`src/rtl/com_dummy_pkg.sv`:
```
// Shared defaults and types for the com_dummy traffic self-check block.
package com_dummy_pkg;

  localparam int DW    = 8;
  localparam int DEPTH = 4;
  localparam int CNT_W = 16;

  localparam int LVL_W = $clog2(DEPTH + 1);
  localparam int AW    = $clog2(DEPTH);

  typedef logic [DW-1:0] data_t;

endpackage

```
`src/rtl/com_sync_fifo_reg.sv`:
```
// Register-array synchronous FIFO with first-word-fall-through head read and
// registered full/empty/level status derived from the next-state level.
module com_sync_fifo_reg #(
  parameter int DW    = 8,
  parameter int DEPTH = 4
) (
  input  logic                         clk,
  input  logic                         clear_i,
  input  logic                         push_i,
  input  logic                         pop_i,
  input  logic [DW-1:0]                wr_data_i,
  output logic [DW-1:0]                head_o,
  output logic                         full_o,
  output logic                         empty_o,
  output logic [$clog2(DEPTH+1)-1:0]   level_o
);

  localparam int LW = $clog2(DEPTH + 1);
  localparam int PW = $clog2(DEPTH);
  localparam logic [LW-1:0] FULL_LVL = LW'(DEPTH);

  logic [DW-1:0] mem_q [DEPTH];
  logic [PW-1:0] wr_ptr_q, wr_ptr_d;
  logic [PW-1:0] rd_ptr_q, rd_ptr_d;
  logic [LW-1:0] level_q, level_d;
  logic          full_q, full_d;
  logic          empty_q, empty_d;
  logic          push_ok, pop_ok;

  // Requests are qualified against the status registered at cycle start, so a
  // push into a full FIFO is refused even when a pop happens in the same cycle.
  assign push_ok = push_i & ~full_q;
  assign pop_ok  = pop_i & ~empty_q;

  always_comb begin
    wr_ptr_d = wr_ptr_q;
    rd_ptr_d = rd_ptr_q;
    level_d  = level_q;
    if (push_ok) wr_ptr_d = wr_ptr_q + PW'(1);
    if (pop_ok)  rd_ptr_d = rd_ptr_q + PW'(1);
    if (push_ok && !pop_ok)      level_d = level_q + LW'(1);
    else if (!push_ok && pop_ok) level_d = level_q - LW'(1);
    full_d  = (level_d == FULL_LVL);
    empty_d = (level_d == '0);
  end

  always_ff @(posedge clk) begin
    if (clear_i) begin
      wr_ptr_q <= '0;
      rd_ptr_q <= '0;
      level_q  <= '0;
      full_q   <= 1'b0;
      empty_q  <= 1'b1;
    end else begin
      wr_ptr_q <= wr_ptr_d;
      rd_ptr_q <= rd_ptr_d;
      level_q  <= level_d;
      full_q   <= full_d;
      empty_q  <= empty_d;
    end
  end

  // Storage needs no reset: words are only observed through a qualified pop.
  always_ff @(posedge clk) begin
    if (push_ok) mem_q[wr_ptr_q] <= wr_data_i;
  end

  assign head_o  = mem_q[rd_ptr_q];
  assign full_o  = full_q;
  assign empty_o = empty_q;
  assign level_o = level_q;

endmodule

```
`src/rtl/com_dummy_unit.sv`:
```
// Traffic dummy: a counter generator feeds a sync FIFO, a checker pops words
// and compares them against an expected counter, keeping pass/error statistics.
module com_dummy_unit
  import com_dummy_pkg::*;
#(
  parameter int DW    = com_dummy_pkg::DW,
  parameter int DEPTH = com_dummy_pkg::DEPTH,
  parameter int CNT_W = com_dummy_pkg::CNT_W
) (
  input  logic                       clk,
  input  logic                       rst,
  input  logic                       clear,
  input  logic                       gen_en,
  input  logic                       inject_err,
  input  logic                       chk_en,
  output logic                       wr_full,
  output logic                       rd_empty,
  output logic [$clog2(DEPTH+1)-1:0] water_level,
  output logic [DW-1:0]              rd_data,
  output logic                       rd_vld,
  output logic                       err_sticky,
  output logic [CNT_W-1:0]           err_cnt,
  output logic [CNT_W-1:0]           pass_cnt
);

  localparam logic [CNT_W-1:0] CNT_MAX = {CNT_W{1'b1}};

  logic             srst;
  logic             push, pop;
  logic [DW-1:0]    head, wr_word;
  logic [DW-1:0]    gen_q, gen_d;
  logic [DW-1:0]    exp_q, exp_d;
  logic [DW-1:0]    rd_data_q, rd_data_d;
  logic             rd_vld_q, rd_vld_d;
  logic             err_sticky_q, err_sticky_d;
  logic [CNT_W-1:0] err_cnt_q, err_cnt_d;
  logic [CNT_W-1:0] pass_cnt_q, pass_cnt_d;

  assign srst    = rst | clear;
  assign push    = gen_en & ~wr_full;
  assign pop     = chk_en & ~rd_empty;
  assign wr_word = inject_err ? (gen_q ^ DW'(1)) : gen_q;

  com_sync_fifo_reg #(
    .DW    (DW),
    .DEPTH (DEPTH)
  ) u_fifo (
    .clk       (clk),
    .clear_i   (srst),
    .push_i    (push),
    .pop_i     (pop),
    .wr_data_i (wr_word),
    .head_o    (head),
    .full_o    (wr_full),
    .empty_o   (rd_empty),
    .level_o   (water_level)
  );

  always_comb begin
    gen_d        = gen_q;
    exp_d        = exp_q;
    rd_data_d    = rd_data_q;
    rd_vld_d     = 1'b0;
    err_sticky_d = err_sticky_q;
    err_cnt_d    = err_cnt_q;
    pass_cnt_d   = pass_cnt_q;
    if (push) gen_d = gen_q + DW'(1);
    // The expected counter advances on every pop so one bad word is one error.
    if (pop) begin
      exp_d     = exp_q + DW'(1);
      rd_data_d = head;
      rd_vld_d  = 1'b1;
      if (head == exp_q) begin
        if (pass_cnt_q != CNT_MAX) pass_cnt_d = pass_cnt_q + CNT_W'(1);
      end else begin
        err_sticky_d = 1'b1;
        if (err_cnt_q != CNT_MAX) err_cnt_d = err_cnt_q + CNT_W'(1);
      end
    end
  end

  always_ff @(posedge clk) begin
    if (srst) begin
      gen_q        <= '0;
      exp_q        <= '0;
      rd_data_q    <= '0;
      rd_vld_q     <= 1'b0;
      err_sticky_q <= 1'b0;
      err_cnt_q    <= '0;
      pass_cnt_q   <= '0;
    end else begin
      gen_q        <= gen_d;
      exp_q        <= exp_d;
      rd_data_q    <= rd_data_d;
      rd_vld_q     <= rd_vld_d;
      err_sticky_q <= err_sticky_d;
      err_cnt_q    <= err_cnt_d;
      pass_cnt_q   <= pass_cnt_d;
    end
  end

  assign rd_data    = rd_data_q;
  assign rd_vld     = rd_vld_q;
  assign err_sticky = err_sticky_q;
  assign err_cnt    = err_cnt_q;
  assign pass_cnt   = pass_cnt_q;

endmodule

```
`config.mk`:
```
export PLATFORM = sky130hd
export DESIGN_NAME = com_dummy_unit
export DESIGN_NICKNAME = d
export VERILOG_FILES = /design/src/rtl/com_dummy_pkg.sv /design/src/rtl/com_sync_fifo_reg.sv /design/src/rtl/com_dummy_unit.sv
export SDC_FILE = /design/constraint.sdc
export NUM_CORES = 1
export LEC_CHECK = 0
export CAP_MARGIN = 10
export CORE_ASPECT_RATIO = 2
export CORE_MARGIN = 5
export CORE_UTILIZATION = 60
export DETAILED_ROUTE_END_ITERATION = 7
export MAX_ROUTING_LAYER = met4
export PLACE_DENSITY = 0.85
export SETUP_SLACK_MARGIN = 0.15
export SYNTH_ARGS = -nofsm -noshare
export SYNTH_HDL_FRONTEND = slang
export SYNTH_HIERARCHICAL = 1
export SYNTH_SLANG_ARGS = --single-unit
```
`constraint.sdc`:
```
create_clock -name clk -period 4.25 [get_ports clk]
set_input_delay 0.85 -clock clk [delete_from_list [all_inputs] [get_ports clk]]
set_output_delay 0.85 -clock clk [all_outputs]
set_load 0.1 [all_outputs]
```
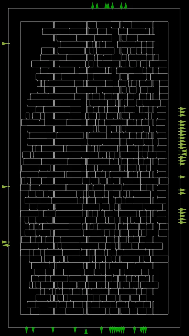
**Above:** run 1 (cell outlines without signal wires).
filler instances: 542
core area: 7540 um2
registers: 101
Finished Core Util: 0.722

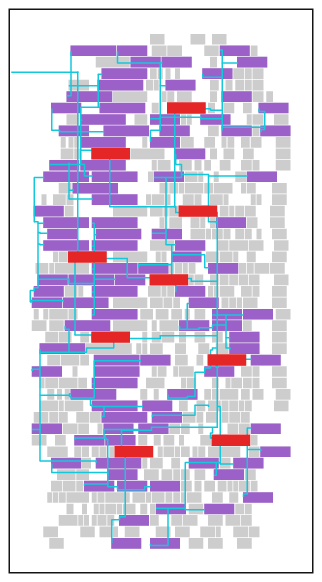
**Above:** run 1 (clock network drawn from the DEF).
[clock wires] cyan | length: 1100 um
[flip-flops] purple | count: 101
[clock-net drivers] red | count: 9
routed clock nets: 10

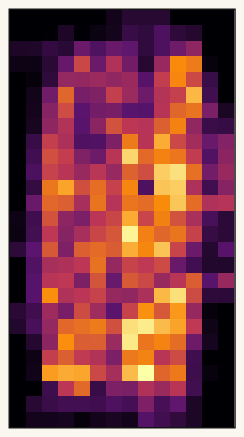
**Above:** run 1 (wire density map).
14 x 27 tiles, from black (low) to pale yellow (high), scaled to the fullest tile. Values are wire area over tile area, all layers added.
tiles over half the peak: 32%
emptiest ninth of the die: upper left
densest ninth of the die: centre
gr usage total: 0.236
per-cell routed wire length: 17.9 um
vias post-DR: 3624
WL final: 10.5 mm

==> impl_metrics.json, run 1 <==
{
  "fp_nets": 458,
  "hold_buffers": 0,
  "io_pins": 53,
  "slew_violations": 0,
  "seq_power_share": 0.517,
  "min_to": "rd_data[5]",
  "run_status": "finished clean",
  "endpoint_kind": "register",
  "clk_pin_slew_ns": 0.07,
  "numPlacedInstances": 570,
  "finalHoldViolations": 0,
  "cts-root-buf": "clkbuf_16",
  "rsz0062_at_grt": "no",
  "yosysTopAreaCell": "dfxtp_1",
  "cts_resized": 0,
  "p_sw_frac": 0.224,
  "p_comb_frac": 0.052,
  "synthArstFlopShare": 0,
  "edf_count": 32,
  "slowest_stage": "or3_1",
  "setup_violations": 0,
  "ys_sh_simple": 0.212,
  "ys_seq_elements": 101,
  "syn_inst": 442,
  "path_class": "register to register",
  "drive_above_1_share": 0.0874
}
[run 1: area by class of cell]
class	count	area, um2
clock buffer	10	239
clock inverter	6	68.8
fill	542	2100
inverter	9	33.8
multi-input combinational	308	2080
sequential	101	2340
tap	94	118
timing repair buffer	58	566
[run 1: routing by layer]
metal	global-route usage	routed length (um)
met5	-	0
met1	0.241	3730
met2	0.441	6100
met3	0.0355	429
met4	0.0826	204
[run 1: flip-flops by register name, summed over array words and instances (netlist names), named ones only]
signal / cells
err_cnt: 16
err_sticky: 1
exp_q: 8
gen_q: 8
pass_cnt: 16
rd_data: 8
rd_vld: 1
u_fifo/empty_o: 1
u_fifo/full_o: 1
u_fifo/level_o: 3
u_fifo/mem_q: 32
u_fifo/rd_ptr_q: 2
u_fifo/wr_ptr_q: 2
## Run 2: what changed since run 1
--- a/config.mk
+++ b/config.mk
@@ -8,10 +8,10 @@
 export CAP_MARGIN = 10
 export CORE_ASPECT_RATIO = 2
 export CORE_MARGIN = 5
-export CORE_UTILIZATION = 60
+export CORE_UTILIZATION = 56
 export DETAILED_ROUTE_END_ITERATION = 7
 export MAX_ROUTING_LAYER = met4
-export PLACE_DENSITY = 0.85
+export PLACE_DENSITY = 0.8
 export SETUP_SLACK_MARGIN = 0.15
 export SYNTH_ARGS = -nofsm -noshare
 export SYNTH_HDL_FRONTEND = slang
==> constraint.sdc (replaced) <==
create_clock -name clk -period 3.2 [get_ports clk]
set_input_delay 0.64 -clock clk [delete_from_list [all_inputs] [get_ports clk]]
set_output_delay 0.64 -clock clk [all_outputs]
set_load 0.1 [all_outputs]
==> run 2 against run 1 <==
Non-clock buffer count rose by 6. Total power grew 30%. Register-to-register slack lost 0.64 ns. Combinational power is 33% higher. Fmax is 15% higher. Core utilization decreased by 4.7 points. Sequential power grew 33%. Synthesized cell count did not move. Final area fell by 1.5%. Global-route usage decreased by 1.9 points. Via count decreased by 1.5%.
==> impl_metrics.json, run 2 <==
{
  "run_status": "finished clean",
  "cts-root-buf": "clkbuf_16",
  "seq_power_share": 0.526,
  "drive_above_1_share": 0.191,
  "p_sw_frac": 0.212,
  "synthArstFlopShare": 0,
  "clk_pin_slew_ns": 0.07,
  "wl_met2_mm": 5.80,
  "syn_inst": 442,
  "seq_share": 0.437,
  "p_comb_frac": 0.053,
  "final.fill_count": 624,
  "top_register": "u_fifo/mem_q",
  "use_met1": 0.206,
  "finalWirelength_mm": 9.94,
  "slew_violations": 0,
  "path_class": "register to register",
  "wl_met3_um": 412,
  "inv_count": 9,
  "clock_buffers": 13,
  "finalHoldViolations": 0,
  "flops": 101,
  "multi_input_comb_cells": 308,
  "setup_violations": 0,
  "numPlacedInstances": 578,
  "met3_usage": 0.0424,
  "busiest_layer": "met2",
  "nWellTaps": 96,
  "fp_nets": 458,
  "wl_per_cell_um": 16.7,
  "coreArea_um2": 7940,
  "slowest_stage": "mux4_2",
  "vias": 3568,
  "nonClkBufAreaFrac": 0.0919,
  "ys_seq_elements": 101,
  "yosysTopAreaCell": "dfxtp_1",
  "grt_use_total": 0.217,
  "dominant_cells": "sequential cells",
  "io_pins": 53,
  "buffers": 64,
  "edf_count": 32,
  "top_layer_used": "met4",
  "clkCellAreaFrac": 0.0551,
  "met2_usage": 0.397,
  "met1_length_mm": 3.43,
  "rsz0062_at_grt": "no",
  "endpoint_kind": "register",
  "ys_sh_simple": 0.212,
  "comb_area_um2": 2080,
  "cts_resized": 0
}
[run 2: path summary, 6_finish.rpt]
| check | from | to | slack [ns] |
|---|---|---|---|
| setup reg to reg | register | pass_cnt[13] | 0.39 |
| hold reg to reg | rd_data[4] | rd_data[4] | 0.46 |
| hold / removal | rd_data[4] | rd_data[4] | 0.46 |
| setup / recovery | register | pass_cnt[13] | 0.39 |
[run 2: per-stage QoR]
stage | power [mW] | cell area (um2) | util | hold slack (ns)
6_report | 2.55 | 5360 | 0.675 | 0.457
5_1_grt | 2.63 | 5360 | 0.675 | 0.484
4_1_cts | 2.56 | 5360 | 0.674 | 0.461
3_5_place_dp | 1.50 | 5060 | 0.637 | 0.452
3_3_place_gp | 1.50 | 5060 | 0.637 | 0.449
2_1_floorplan | 1.47 | 4570 | - | 0.469
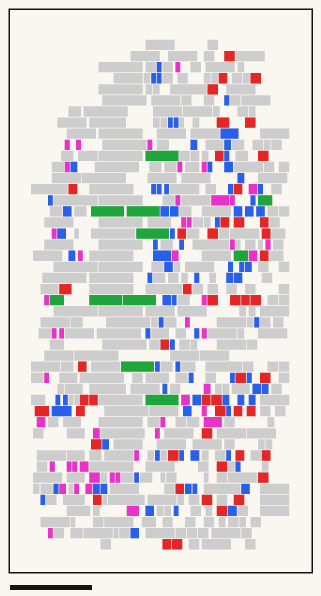
**Above:** run 2 (gate families picked out).
Bar = 20 um.
[nor cells] magenta | cells: 47 | most used: nor2_1
[mux cells] green | cells: 11 | most used: mux4_2
[and/or cells] red | cells: 50 | most used: or4_1
[nand cells] blue | cells: 84 | most used: nand2_1

## Run 3: what changed since run 2
--- a/config.mk
+++ b/config.mk
@@ -8,10 +8,10 @@
 export CAP_MARGIN = 10
 export CORE_ASPECT_RATIO = 2
 export CORE_MARGIN = 5
-export CORE_UTILIZATION = 56
+export CORE_UTILIZATION = 50
 export DETAILED_ROUTE_END_ITERATION = 7
 export MAX_ROUTING_LAYER = met4
-export PLACE_DENSITY = 0.8
+export PLACE_DENSITY = 0.72
 export SETUP_SLACK_MARGIN = 0.15
 export SYNTH_ARGS = -nofsm -noshare
 export SYNTH_HDL_FRONTEND = slang
==> run 3 against run 2 <==
Synthesized cell count is the same. Combinational power is essentially flat. Die area increased by 11%. Critical path depth fell by 1. Setup slack better by 0.069 ns. Via count about the same. Sequential share of layout area shrank 0.18 points. Clock power grew 8%. Cell count grew 0.51%. Largest power group unchanged. Highest routed layer unchanged.
==> impl_metrics.json, run 3 <==
{
  "worst_r2r_endpoint": "pass_cnt[13]",
  "setup_violations": 0,
  "cp-start-kind": "register",
  "final_util": 0.602,
  "fp_nets": 458,
  "clock_buffers": 9,
  "rows": 49,
  "cts-root-buf": "clkbuf_16",
  "dominant_cells": "sequential cells",
  "clk_pin_slew_ns": 0.07,
  "whs_ns": 0.454,
  "seq_share": 0.435,
  "p_sw_frac": 0.217,
  "regToRegSetupSlack_ns": 0.46,
  "use_met1": 0.170,
  "numPlacedInstances": 581,
  "flops": 101,
  "met1_length_mm": 3.59,
  "io_pins": 53,
  "placed_area_um2": 5060,
  "cts_resized": 0,
  "clockBufferDepth": 2,
  "endpoint_kind": "register",
  "inv_count": 9,
  "ys_seq_elements": 101,
  "finalHoldViolations": 0,
  "slowest_stage": "mux4_2",
  "path_class": "register to register",
  "worstHoldStart": "rd_data[0]",
  "met3_usage": 0.0490,
  "slew_violations": 0,
  "final.fill_count": 748,
  "top_register": "u_fifo/mem_q",
  "syn_inst": 442,
  "p_comb_frac": 0.051,
  "comb_area_um2": 2080,
  "timing.critical_path.to": "pass_cnt[13]",
  "met2_usage": 0.344,
  "run_status": "finished clean",
  "multi_input_comb_cells": 308,
  "wl_met3_um": 376,
  "nWellTaps": 102,
  "seq_power_share": 0.508,
  "rsz0062_at_grt": "no",
  "top_layer_used": "met4",
  "yosysTopAreaCell": "dfxtp_1",
  "drive_above_1_share": 0.190,
  "buffers": 61
}
==> run 3: cells by family (layout without fill, tap and decap cells) <==
family / count (synthesis) / after routing / synth area share
buffers and inverters: 33 / 86 / 0.0372
multiplexers: 11 / 11 / 0.0460
AND/OR/NAND/NOR: 181 / 181 / 0.212
AND-OR/OR-AND: 78 / 78 / 0.108
flip-flops: 101 / 101 / 0.512
adder cells (fa/ha/maj): 10 / 10 / 0.0274
XOR/XNOR: 28 / 28 / 0.0569
==> run 3: worst reg2reg max path, cell delays in order, from the launching register on <==
cell     delay (ns)
dfxtp_1        0.31
buf_4          0.19
mux4_2         0.55
xnor2_1        0.24
nand4_2        0.16
or3_4          0.53
or4_1          0.54
a21oi_1        0.15
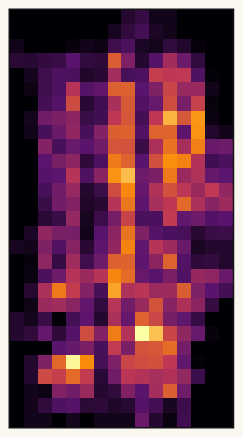
**Above:** run 3 (wire density map).
16 x 29 tiles, from black (low) to pale yellow (high), scaled to the fullest tile. Values are wire area over tile area, all layers added.
gr usage total: 0.185
per-cell routed wire length: 16.8 um
vias post-DR: 3570
WL final: 10.1 mm

No activity file was given, so power comes from the tool's default toggle rates.
